## config.mk

```make
export PLATFORM = sky130hd
export DESIGN_NAME = adder_tree_frame_packer_flat
export DESIGN_NICKNAME = d
export VERILOG_FILES = /design/src/rtl/adder_tree_frame_packer_if.sv /design/src/rtl/adder_tree_frame_packer.sv /design/src/flat_wrapper.sv
export SDC_FILE = /design/constraint.sdc
export NUM_CORES = 1
export LEC_CHECK = 0
export ABC_CLOCK_PERIOD_IN_PS = 2250
export CAP_MARGIN = 20
export CORE_ASPECT_RATIO = 0.8
export CORE_MARGIN = 4
export CORE_UTILIZATION = 50
export CTS_CLUSTER_SIZE = 14
export DETAILED_ROUTE_END_ITERATION = 8
export GPL_TIMING_DRIVEN = 1
export MAX_ROUTING_LAYER = met4
export PLACE_DENSITY = 0.81
export SKIP_CTS_REPAIR_TIMING = 1
export SYNTH_ARGS = -nofsm -noshare
export SYNTH_HDL_FRONTEND = slang
export SYNTH_SLANG_ARGS = --single-unit
```

## constraint.sdc

```tcl
create_clock -name clk -period 2.25 [get_ports clk]
set_input_delay 0.5625 -clock clk [delete_from_list [all_inputs] [get_ports clk]]
set_output_delay 0.5625 -clock clk [all_outputs]
set_load 0.005 [all_outputs]
```

## src/rtl/adder_tree_frame_packer_if.sv

```systemverilog
// Stream-side and frame-side bundle of the adder_tree frame packer.
// Valid/ready: a transfer happens on a posedge where valid && ready; a source holds its payload stable until then.
interface adder_tree_frame_packer_if #(
  parameter int DATA_W = 3,
  parameter int DATA_N = 9
);
  localparam int LANE_W = $clog2(DATA_N + 1);

  logic [DATA_W-1:0]              i_s_data;
  logic                           i_s_valid;
  logic                           i_s_last;
  logic                           o_s_ready;
  logic [0:DATA_N-1][DATA_W-1:0]  o_m_data;
  logic                           o_m_valid;
  logic [LANE_W-1:0]              o_m_lanes;
  logic                           i_m_ready;
  logic                           dbg_state;
  logic [LANE_W-1:0]              dbg_idx;

  modport master (
    input  i_s_data, i_s_valid, i_s_last, i_m_ready,
    output o_s_ready, o_m_data, o_m_valid, o_m_lanes, dbg_state, dbg_idx
  );

  modport slave (
    output i_s_data, i_s_valid, i_s_last, i_m_ready,
    input  o_s_ready, o_m_data, o_m_valid, o_m_lanes, dbg_state, dbg_idx
  );
endinterface

```

## src/rtl/adder_tree_frame_packer.sv

```systemverilog
// Packs DATA_N streamed samples into one lane vector for the adder_tree.
// A fill buffer plus an output register let input run at full rate while downstream keeps up.
module adder_tree_frame_packer #(
  parameter int DATA_W = 3,
  parameter int DATA_N = 9
) (
  input  logic                      clk,
  input  logic                      rst_n,
  adder_tree_frame_packer_if.master bus
);
  localparam int LANE_W = $clog2(DATA_N + 1);

  typedef enum logic {FILLING = 1'b0, HELD = 1'b1} fill_state_e;

  fill_state_e                   state_q, state_d;
  logic [LANE_W-1:0]             idx_q, idx_d;
  logic [0:DATA_N-1][DATA_W-1:0] fill_q, fill_d;
  logic [LANE_W-1:0]             fill_lanes_q, fill_lanes_d;
  logic [0:DATA_N-1][DATA_W-1:0] out_data_q, out_data_d;
  logic [LANE_W-1:0]             out_lanes_q, out_lanes_d;
  logic                          out_valid_q, out_valid_d;
  logic                          ready_q, ready_d;

  logic                          accept, drain, close, load;
  logic [0:DATA_N-1][DATA_W-1:0] frame_c;

  always_comb begin
    state_d      = state_q;
    idx_d        = idx_q;
    fill_d       = fill_q;
    fill_lanes_d = fill_lanes_q;
    out_data_d   = out_data_q;
    out_lanes_d  = out_lanes_q;
    load         = 1'b0;

    accept = bus.i_s_valid && ready_q;
    drain  = out_valid_q && bus.i_m_ready;
    close  = accept && ((idx_q == LANE_W'(DATA_N - 1)) || bus.i_s_last);

    // Closing frame: current sample in lane idx, lanes above it zeroed so a short frame sums correctly.
    frame_c        = fill_q;
    frame_c[idx_q] = bus.i_s_data;
    for (int l = 0; l < DATA_N; l++) begin
      if (LANE_W'(l) > idx_q) frame_c[l] = '0;
    end

    case (state_q)
      FILLING: begin
        if (close) begin
          idx_d = '0;
          if (!out_valid_q || drain) begin
            load        = 1'b1;
            out_data_d  = frame_c;
            out_lanes_d = idx_q + LANE_W'(1);
            fill_d      = '0;
          end else begin
            fill_d       = frame_c;
            fill_lanes_d = idx_q + LANE_W'(1);
            state_d      = HELD;
          end
        end else if (accept) begin
          fill_d[idx_q] = bus.i_s_data;
          idx_d         = idx_q + LANE_W'(1);
        end
      end
      HELD: begin
        if (drain) begin
          load         = 1'b1;
          out_data_d   = fill_q;
          out_lanes_d  = fill_lanes_q;
          fill_d       = '0;
          fill_lanes_d = '0;
          state_d      = FILLING;
        end
      end
      default: state_d = FILLING;
    endcase

    out_valid_d = load || (out_valid_q && !drain);
    ready_d     = (state_d == FILLING);
  end

  always_ff @(posedge clk or negedge rst_n) begin
    if (!rst_n) begin
      state_q      <= FILLING;
      idx_q        <= '0;
      fill_q       <= '0;
      fill_lanes_q <= '0;
      out_data_q   <= '0;
      out_lanes_q  <= '0;
      out_valid_q  <= 1'b0;
      ready_q      <= 1'b0;
    end else begin
      state_q      <= state_d;
      idx_q        <= idx_d;
      fill_q       <= fill_d;
      fill_lanes_q <= fill_lanes_d;
      out_data_q   <= out_data_d;
      out_lanes_q  <= out_lanes_d;
      out_valid_q  <= out_valid_d;
      ready_q      <= ready_d;
    end
  end

  assign bus.o_s_ready = ready_q;
  assign bus.o_m_data  = out_data_q;
  assign bus.o_m_lanes = out_lanes_q;
  assign bus.o_m_valid = out_valid_q;
  assign bus.dbg_state = state_q;
  assign bus.dbg_idx   = idx_q;
endmodule

```

## src/flat_wrapper.sv

```systemverilog
// flat-port wrapper written by rule: the top's interface ports become plain ports
module adder_tree_frame_packer_flat 
#(
  parameter int DATA_W = 3,
  parameter int DATA_N = 9
)
  (clk, rst_n, bus_i_s_data, bus_i_s_valid, bus_i_s_last, bus_i_m_ready, bus_o_s_ready, bus_o_m_data, bus_o_m_valid, bus_o_m_lanes, bus_dbg_state, bus_dbg_idx);
  adder_tree_frame_packer_if #(.DATA_W(DATA_W), .DATA_N(DATA_N)) bus_i ();
  input  logic clk;
  input  logic rst_n;
  input wire logic [$bits(bus_i.i_s_data)-1:0] bus_i_s_data;
  input wire logic [$bits(bus_i.i_s_valid)-1:0] bus_i_s_valid;
  input wire logic [$bits(bus_i.i_s_last)-1:0] bus_i_s_last;
  input wire logic [$bits(bus_i.i_m_ready)-1:0] bus_i_m_ready;
  output wire logic [$bits(bus_i.o_s_ready)-1:0] bus_o_s_ready;
  output wire logic [$bits(bus_i.o_m_data)-1:0] bus_o_m_data;
  output wire logic [$bits(bus_i.o_m_valid)-1:0] bus_o_m_valid;
  output wire logic [$bits(bus_i.o_m_lanes)-1:0] bus_o_m_lanes;
  output wire logic [$bits(bus_i.dbg_state)-1:0] bus_dbg_state;
  output wire logic [$bits(bus_i.dbg_idx)-1:0] bus_dbg_idx;
  assign bus_i.i_s_data = bus_i_s_data;
  assign bus_i.i_s_valid = bus_i_s_valid;
  assign bus_i.i_s_last = bus_i_s_last;
  assign bus_i.i_m_ready = bus_i_m_ready;
  assign bus_o_s_ready = bus_i.o_s_ready;
  assign bus_o_m_data = bus_i.o_m_data;
  assign bus_o_m_valid = bus_i.o_m_valid;
  assign bus_o_m_lanes = bus_i.o_m_lanes;
  assign bus_dbg_state = bus_i.dbg_state;
  assign bus_dbg_idx = bus_i.dbg_idx;
  adder_tree_frame_packer #(.DATA_W(DATA_W), .DATA_N(DATA_N)) u_core (.clk(clk), .rst_n(rst_n), .bus(bus_i));
endmodule
```

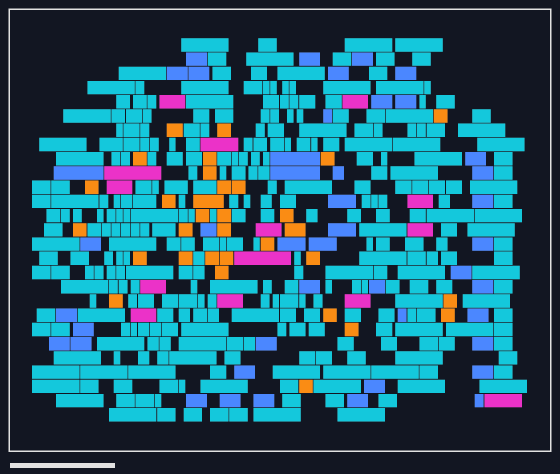
(run_1/sizes.png)
Scale bar: 20 um.
legend:
  orange:
    size: _3 and _4 cells
    cells: 32
    share: 7.9%
  magenta:
    size: _6 and larger
    cells: 14
    share: 3.4%
  cyan:
    size: _0 and _1 cells
    cells: 316
    share: 78%
  blue:
    size: _2 cells
    cells: 44
    share: 11%

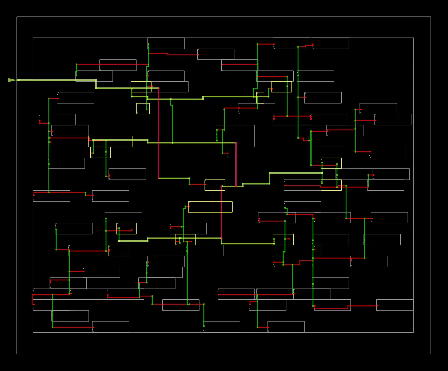
(run_1/clocks.png)
Setup Skew: 0.00894 ns
Clk power: 1140 uW
count of clock buffers in the final design: 10
clock sinks: 69

==> flow_summary_export.csv, run 1 <==
group,metric,value,unit
detailed_routing,drtIter0Drc,256,
run_status,status,"finished clean",
clocking,cts_max_level,3,
timing,finalSetupViolCount,0,
flow_run,drv_cap,0,
setup_path,r2r_start,"u_core.bus.dbg_idx[0]",
synth,synth_area,0.00363,mm^2
synth,top_cells_by_area,"dfrtp_1 48%, mux2_2 9.6%, a22o_1 8.0%, nand3_1 2.8%, o21ai_0 2.8%",
global_route,antenna_found_initial,0,
power,p_sw_frac,0.366,
synth,syn_avg_cell_area,10.7,um^2
synth,fp_nets,351,
hold_path,hp-class,"in2async",
power,leakagePower,0.00208,uW
final_layout,fin_nets,414,
global_route,busiest_layer,"met1",
synth,yosys_warnings,0,
detailed_routing,detail_route.vias_per_cell,6.13,
clocking,cts_buffers,9,
setup_path,crit_arrival,1.59,ns
synth,numSynthFlops,69,
timing,min_period,2.15,ns
detailed_routing,vias,3024,
detailed_routing,firstDrtPassIters,5,
clocking,cts_tree,"built",
final_layout,seqCellArea,0.00173,mm^2
timing,whs,0.210,ns
final_layout,lay_top_count,"dfrtp_1",
timing,tightest_slew,0.525,ns
placed_design,gp_congestion,0.921,
floorplan,die-width,103,um
floorplan,die_area,0.00869,mm^2
flow_run,warnings,30,
synth,flop_cell,"dfrtp_1",
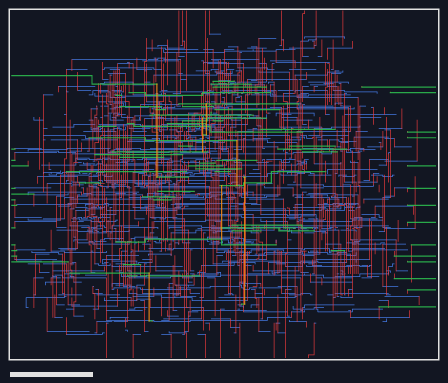
(run_1/wires.png)
Scale bar: 20 um.
legend:
  blue:
    layer: metal 1
    wire_length: 4320 um
  red:
    layer: metal 2
    wire_length: 4280 um
  orange:
    layer: metal 4
    wire_length: 104 um
  green:
    layer: metal 3
    wire_length: 838 um

run 1: routing by layer:
layer,part of all wire,wire length (um),vias up
met5,0,0,-
met4,0.011,104,0
met3,0.088,838,14
met2,0.45,4280,143
met1,0.45,4320,1479
li1,-,-,1388
run 1: cells in the mapped netlist, types with 6 or more instances:
cell type,n
nand2_1,20
clkbuf_1,10
nor2b_1,7
and3b_1,6
a21o_1,7
nor3_1,6
mux2_2,31
a21oi_1,7
nand3_1,20
mux2i_1,6
a32o_1,6
nor2_1,11
dfrtp_1,69
a22o_1,33
o21ai_0,20
inv_1,12
buf_2,6
run 1: state kept, by name, indices dropped and copies added (netlist names):
| register | cells |
|---|---|
| u_core.bus.o_m_lanes | 4 |
| u_core.bus.o_m_data | 27 |
| u_core.bus.o_m_valid | 1 |
| u_core.bus.dbg_state | 1 |
| u_core.bus.o_s_ready | 1 |
| u_core.fill_lanes_q | 4 |
| u_core.fill_q | 27 |
| u_core.bus.dbg_idx | 4 |
run 1: how the worst max path moves through the flow:
stage / end / depth (start not counted) / from / slack [ns]
2_1_floorplan: u_core.fill_q[18] / 7 / u_core.bus.dbg_idx[0] / 0.02
3_3_place_gp: u_core.fill_q[17] / 6 / bus_i_m_ready / -0.09
3_5_place_dp: u_core.fill_q[16] / 6 / bus_i_m_ready / -0.06
5_1_grt: u_core.bus.o_m_data[12] / 7 / u_core.bus.dbg_idx[1] / 0.02
6_report: bus_dbg_idx[2] / 2 / u_core.bus.dbg_idx[2] / 0.1
4_1_cts: bus_dbg_idx[2] / 2 / u_core.bus.dbg_idx[2] / -0.02
run 1: layout make-up:
| class | count | share of cell area |
|---|---|---|
| Tap cell | 87 | 0.0238 |
| Timing Repair Buffer | 75 | 0.152 |
| Clock buffer | 10 | 0.0302 |
| Inverter | 12 | 0.00987 |
| Sequential cell | 69 | 0.379 |
| Multi-Input combinational cell | 234 | 0.386 |
| Clock inverter | 6 | 0.0189 |
run 1: stage by stage:
stage	setup slack (ns)	cell area [um^2]	utilization	instances	power [uW]
final	0.0968	4560	0.656	493	5160
after floorplan	0.0196	3630	-	338	3030
after global placement	-0.0879	4320	0.621	477	3930
after CTS	-0.0187	4550	0.654	493	5150
after detailed placement	-0.0558	4320	0.621	477	3990
after global routing	0.0212	4560	0.656	493	5460
run 1: power groups by stage:
stage | clock network, uW | logic, uW | registers (uW)
final | 1140 | 2250 | 1770
after global routing | 1220 | 2430 | 1810
after CTS | 1160 | 2230 | 1760
after detailed placement | 0 | 2210 | 1780
after global placement | 0 | 2160 | 1760
after floorplan | 0 | 1310 | 1720
run 1: critical path, stage by stage (launching register included):
cell and delay, ns:
dfrtp_2 0.51, buf_4 0.21, clkdlybuf4s50_1 0.51
run 1: cells by family after synthesis:
family	after synthesis	synth area share
simple gates	87	0.128
flops	69	0.476
xor+xnor	2	0.00483
fa+ha+maj	5	0.0172
compound gates	103	0.217
buf+inv	35	0.0445
mux	37	0.113
==> run 2: changes to the inputs <==
ABC_CLOCK_PERIOD_IN_PS = 2500   (was 2250)
CORE_UTILIZATION = 60   (was 50)
PLACE_DENSITY = 0.9   (was 0.81)
clock period = 2.5 ns   (was 2.25 ns; I/O delays follow)
==> run 2 against run 1 <==
Non-clock buffer count fell by 9; via count rose by 0.40%; cell area fell by 2.5%; register-to-register slack improved by 0.19 ns; clock skew fell by 0.0017 ns; final cell count fell by 3.0%; worst setup slack improved by 0.068 ns; worst hold slack improved by 0.080 ns; clock power fell by about 20%; sequential share of layout area rose by 0.87 points; largest power group unchanged; highest routed layer unchanged.
==> flow_summary_export.csv, run 2 <==
group,metric,value,unit
setup_path,r2r_start,"u_core.bus.dbg_idx[1]",
final_layout,lay_top_count,"dfrtp_1",
setup_path,cp_cell_sequence,"clkdlybuf4s50_1",
global_route,antenna_found_initial,0,
synth,yosys_warnings,0,
placed_design,gp_congestion,0.935,
setup_path,critPathTopFamily,"flip-flops",
setup_path,worst-path-buf-inv,1,
synth,numSynthFlops,69,
run_status,status,"finished clean",
detailed_routing,detail_route.vias_per_cell,6.35,
global_route,busiest_layer,"met2",
synth,top_cells_by_area,"dfrtp_1 48%, mux2_2 9.6%, a22o_1 8.0%, nand3_1 2.8%, o21ai_0 2.8%",
global_route,track_usage,0.271,
floorplan,die_area,0.00736,mm^2
global_route,grt_pass1_wl,14800,um
setup_path,crit_start,"u_core.bus.dbg_idx[2]",
synth,synth-simple-area-share,0.128,
timing,finalSetupViolCount,0,
clocking,cts.sinks,69,
synth,yosys-top-cells-count,"69 x dfrtp_1, 33 x a22o_1, 31 x mux2_2",
synth,ys_sh_adder,0.0172,
clocking,cts_buffers,9,
detailed_routing,drtIter0Drc,413,
clocking,cts_tree,"built",
setup_path,crit_path_max_incr_delay,0.74,ns
timing,min_period,2.33,ns
final_layout,fin_nets,405,
power,finalPower,4500,uW
synth,syn_avg_cell_area,10.7,um^2
setup_path,crit_arrival,1.71,ns
synth,xor_area_frac,0.00483,
flow_run,drv_cap,0,
power,leakagePower,0.00202,uW
floorplan,die-width,94.9,um
synth,fp_nets,351,
synth,flop_cell,"dfrtp_1",
synth,ys_top_logic_family,"AND-OR/OR-AND gates",
setup_path,cp.depth,1,
detailed_routing,firstDrtPassIters,5,
setup_path,crit_end,"bus_dbg_idx[2]",
synth,synth_area,0.00363,mm^2
placed_design,pre_cts_ws,0.0693,ns
synth,synthMuxAreaShare,0.113,
timing,setup_ws,0.165,ns
timing,fin_skew,0.00727,ns
## run 2: cells by family (layout without fill, tap and decap cells)
| logic type | after synthesis | after routing |
|---|---|---|
| AND-OR/OR-AND | 103 | 103 |
| AND/OR/NAND/NOR | 87 | 87 |
| flip-flops | 69 | 69 |
| multiplexers | 37 | 37 |
| buffers and inverters | 35 | 94 |
| adder cells (fa/ha/maj) | 5 | 5 |
| XOR/XNOR | 2 | 2 |
## run 2: metrics by stage
stage	cell area, um^2	utilization	instances	hold WS (ns)
3_5_place_dp	4240	0.721	462	0.476
5_1_grt	4450	0.757	478	0.307
2_1_floorplan	3630	-	338	0.329
3_3_place_gp	4240	0.721	462	0.477
6_report	4450	0.757	478	0.290
4_1_cts	4450	0.757	478	0.300
## run 2: layout make-up
type,instances,area [um^2]
Clock buffer,11,151
Clock inverter,5,58.8
Fill cell,403,1430
Inverter,12,45.0
Multi-Input combinational cell,234,1740
Sequential cell,69,1730
Tap cell,81,101
Timing Repair Buffer,66,628
## run 2: how the worst min path moves through the flow
stage | start | end | slack (ns) | cells past startpoint
final | rst_n | u_core.bus.o_m_data[20] | 0.29 | 2
after global routing | rst_n | u_core.bus.o_m_data[20] | 0.31 | 2
after CTS | rst_n | u_core.bus.o_m_data[14] | 0.30 | 2
after detailed placement | u_core.fill_q[17] | u_core.fill_q[17] | 0.48 | 1
after global placement | u_core.fill_q[15] | u_core.fill_q[15] | 0.48 | 1
after floorplan | rst_n | u_core.bus.dbg_idx[0] | 0.33 | 0
## run 2: report_power, final
group	leakage [uW]	switching, uW	internal (uW)	total, uW
Sequential	0.000938	212	1370	1580
Clock	0.000102	437	515	952
Combinational	0.000985	1020	953	1970
## run 2: per-layer routing
metal	part of all wire	wire length [um]	up-vias
met1	0.42	3770	1501
li1	-	-	1364
met5	0	0	-
met4	0.022	195	0
met2	0.48	4280	151
met3	0.084	752	20
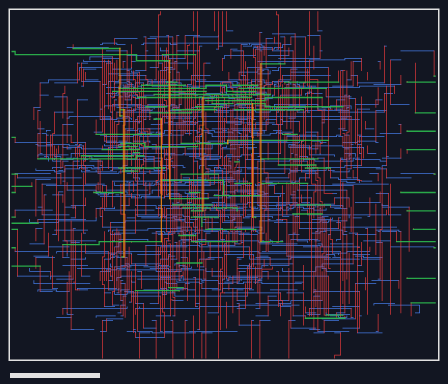
(run_2/wires.png)
Scale bar: 20 um.
legend:
  red:
    layer: metal 2
    wire_length: 4280 um
  blue:
    layer: metal 1
    wire_length: 3770 um
  orange:
    layer: metal 4
    wire_length: 196 um
  green:
    layer: metal 3
    wire_length: 753 um

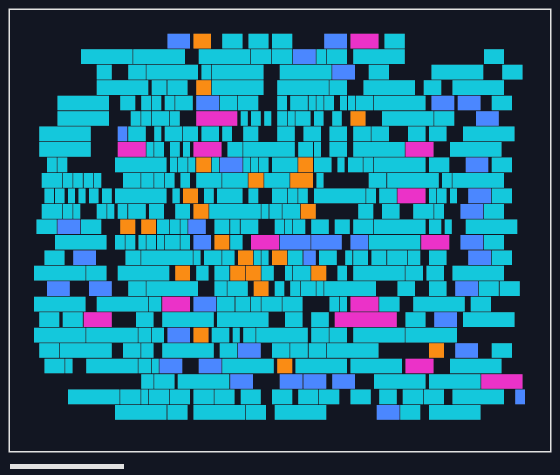
(run_2/sizes.png)
Scale bar: 20 um.
legend:
  magenta:
    size: _6 and larger
    cells: 14
    share: 3.5%
  orange:
    size: _3 and _4 cells
    cells: 23
    share: 5.8%
  cyan:
    size: _0 and _1 cells
    cells: 321
    share: 81%
  blue:
    size: _2 cells
    cells: 39
    share: 9.8%

==> run 3: changes to the inputs <==
ABC_CLOCK_PERIOD_IN_PS = not set   (was 2500)
==> run 3 against run 2 <==
Worst setup slack did not move; total power unchanged; sequential power is essentially flat; clock skew stayed put; critical path type unchanged; area after synthesis unchanged; core utilization unchanged.
==> flow_summary_export.csv, run 3 <==
group,metric,value,unit
setup_path,r2r_start,"u_core.bus.dbg_idx[1]",
global_route,grt_pass1_wl,14800,um
final_layout,fill_cells,403,
setup_path,crit_arrival,1.71,ns
setup_path,cp_slowest_cell,"dfrtp_1",
setup_path,crit_path_max_incr_delay,0.74,ns
floorplan,die-width,94.9,um
detailed_routing,vias,3036,
synth,syn_avg_cell_area,10.7,um^2
setup_path,critPathTopFamily,"flip-flops",
synth,flop_cell,"dfrtp_1",
setup_path,crit_start,"u_core.bus.dbg_idx[2]",
final_layout,lay_top_count,"dfrtp_1",
global_route,antenna_found_initial,0,
timing,rsz0062_at_grt,"no",
setup_path,cp.depth,1,
final_layout,design_area,0.00445,mm^2
flow_run,drv_cap,0,
global_route,track_usage,0.271,
timing,min_period,2.33,ns
synth,synth_area,0.00363,mm^2
final_layout,fin_nets,405,
setup_path,crit_end,"bus_dbg_idx[2]",
timing,fin_skew,0.00727,ns
setup_path,cp_cell_sequence,"clkdlybuf4s50_1",
timing,slew_violations,0,
final_layout,fin_util,0.757,
synth,most_common_cell,"dfrtp_1",
setup_path,worst-path-buf-inv,1,
placed_design,postPlaceCellArea,0.00424,mm^2
synth,fp_nets,351,
timing,finalSetupViolCount,0,
detailed_routing,firstDrtPassIters,5,
flow_run,warnings,30,
placed_design,gp_congestion,0.935,
run_status,status,"finished clean",
synth,yosys_warnings,0,
clocking,cts_tree,"built",
synth,yosys-top-cells-count,"69 x dfrtp_1, 33 x a22o_1, 31 x mux2_2",
synth,top_cells_by_area,"dfrtp_1 48%, mux2_2 9.6%, a22o_1 8.0%, nand3_1 2.8%, o21ai_0 2.8%",
clocking,cts_buffers,9,
clocking,cts_max_level,3,
timing,whs,0.290,ns
detailed_routing,detail_route.vias_per_cell,6.35,
clocking,cts.sinks,69,
run 3: cell counts after synthesis:
No cell type changed its count.
run 3: kinds of logic after synthesis:
logic type	after synthesis	synth area share
AND-OR/OR-AND	103	0.217
AND/OR/NAND/NOR	87	0.128
flip-flops	69	0.476
multiplexers	37	0.113
buffers and inverters	35	0.0445
adder cells (fa/ha/maj)	5	0.0172
XOR/XNOR	2	0.00483
run 3: cell type report:
| type | instances | area (um^2) | share of cell area |
|---|---|---|---|
| multi-input combinational | 234 | 1740 | 0.391 |
| clock buffer | 11 | 151 | 0.0340 |
| tap | 81 | 101 | 0.0228 |
| timing repair buffer | 66 | 628 | 0.141 |
| sequential | 69 | 1730 | 0.388 |
| clock inverter | 5 | 58.8 | 0.0132 |
| inverter | 12 | 45.0 | 0.0101 |
run 3: where the power goes:
| part | internal (uW) | leakage (uW) | switching (uW) |
|---|---|---|---|
| logic | 953 | 0.000985 | 1020 |
| registers | 1370 | 0.000938 | 212 |
| clock network | 515 | 0.000102 | 437 |
| total | 2840 | 0.00202 | 1660 |
run 3: stage by stage:
| stage | worst slack, ns | cells | total power [uW] |
|---|---|---|---|
| final | 0.165 | 478 | 4500 |
| after global routing | 0.0978 | 478 | 4750 |
| after CTS | 0.184 | 478 | 4490 |
| after detailed placement | 0.0693 | 462 | 3530 |
| after global placement | 0.120 | 462 | 3440 |
| after floorplan | 0.270 | 338 | 2730 |
run 3: worst min-delay path by stage:
stage / endpoint / cells after the start
after CTS: u_core.bus.o_m_data[14] / 2
after global routing: u_core.bus.o_m_data[20] / 2
after global placement: u_core.fill_q[15] / 1
final: u_core.bus.o_m_data[20] / 2
after floorplan: u_core.bus.dbg_idx[0] / 0
after detailed placement: u_core.fill_q[17] / 1
run 3: worst reg2reg max path, cell delays in order (launching register included):
cell and delay (ns):
dfrtp_1 0.42, inv_1 0.13, ha_1 0.28, and3b_1 0.33
o21ai_2 0.10, a21oi_2 0.25, buf_12 0.21, mux2_2 0.36
run 3: metal layers:
metal	part of all wire	track usage	vias to the layer above
met3	0.084	0.0581	20
met4	0.022	0.107	0
li1	-	-	1364
met5	0	-	-
met2	0.48	0.408	151
met1	0.42	0.359	1501
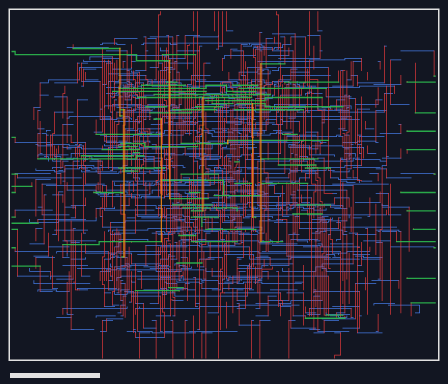
(run_3/wires.png)
Scale bar: 20 um.
legend:
  red:
    layer: metal 2
    wire_length: 4280 um
  orange:
    layer: metal 4
    wire_length: 196 um
  green:
    layer: metal 3
    wire_length: 753 um
  blue:
    layer: metal 1
    wire_length: 3770 um

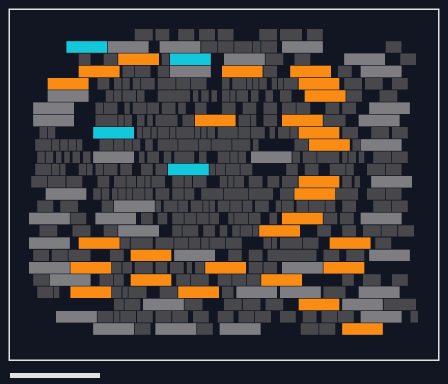
(run_3/flops_by_reg.png)
Scale bar: 20 um. Other sequential cells in the stronger grey, the rest of the logic in the fainter grey.
legend:
  orange:
    name_in_the_netlist: u_core.fill_q
    placed_flops: 27
  cyan:
    name_in_the_netlist: u_core.bus.dbg_idx
    placed_flops: 4
not coloured: 38

Power is estimated from default activity; no workload was simulated.
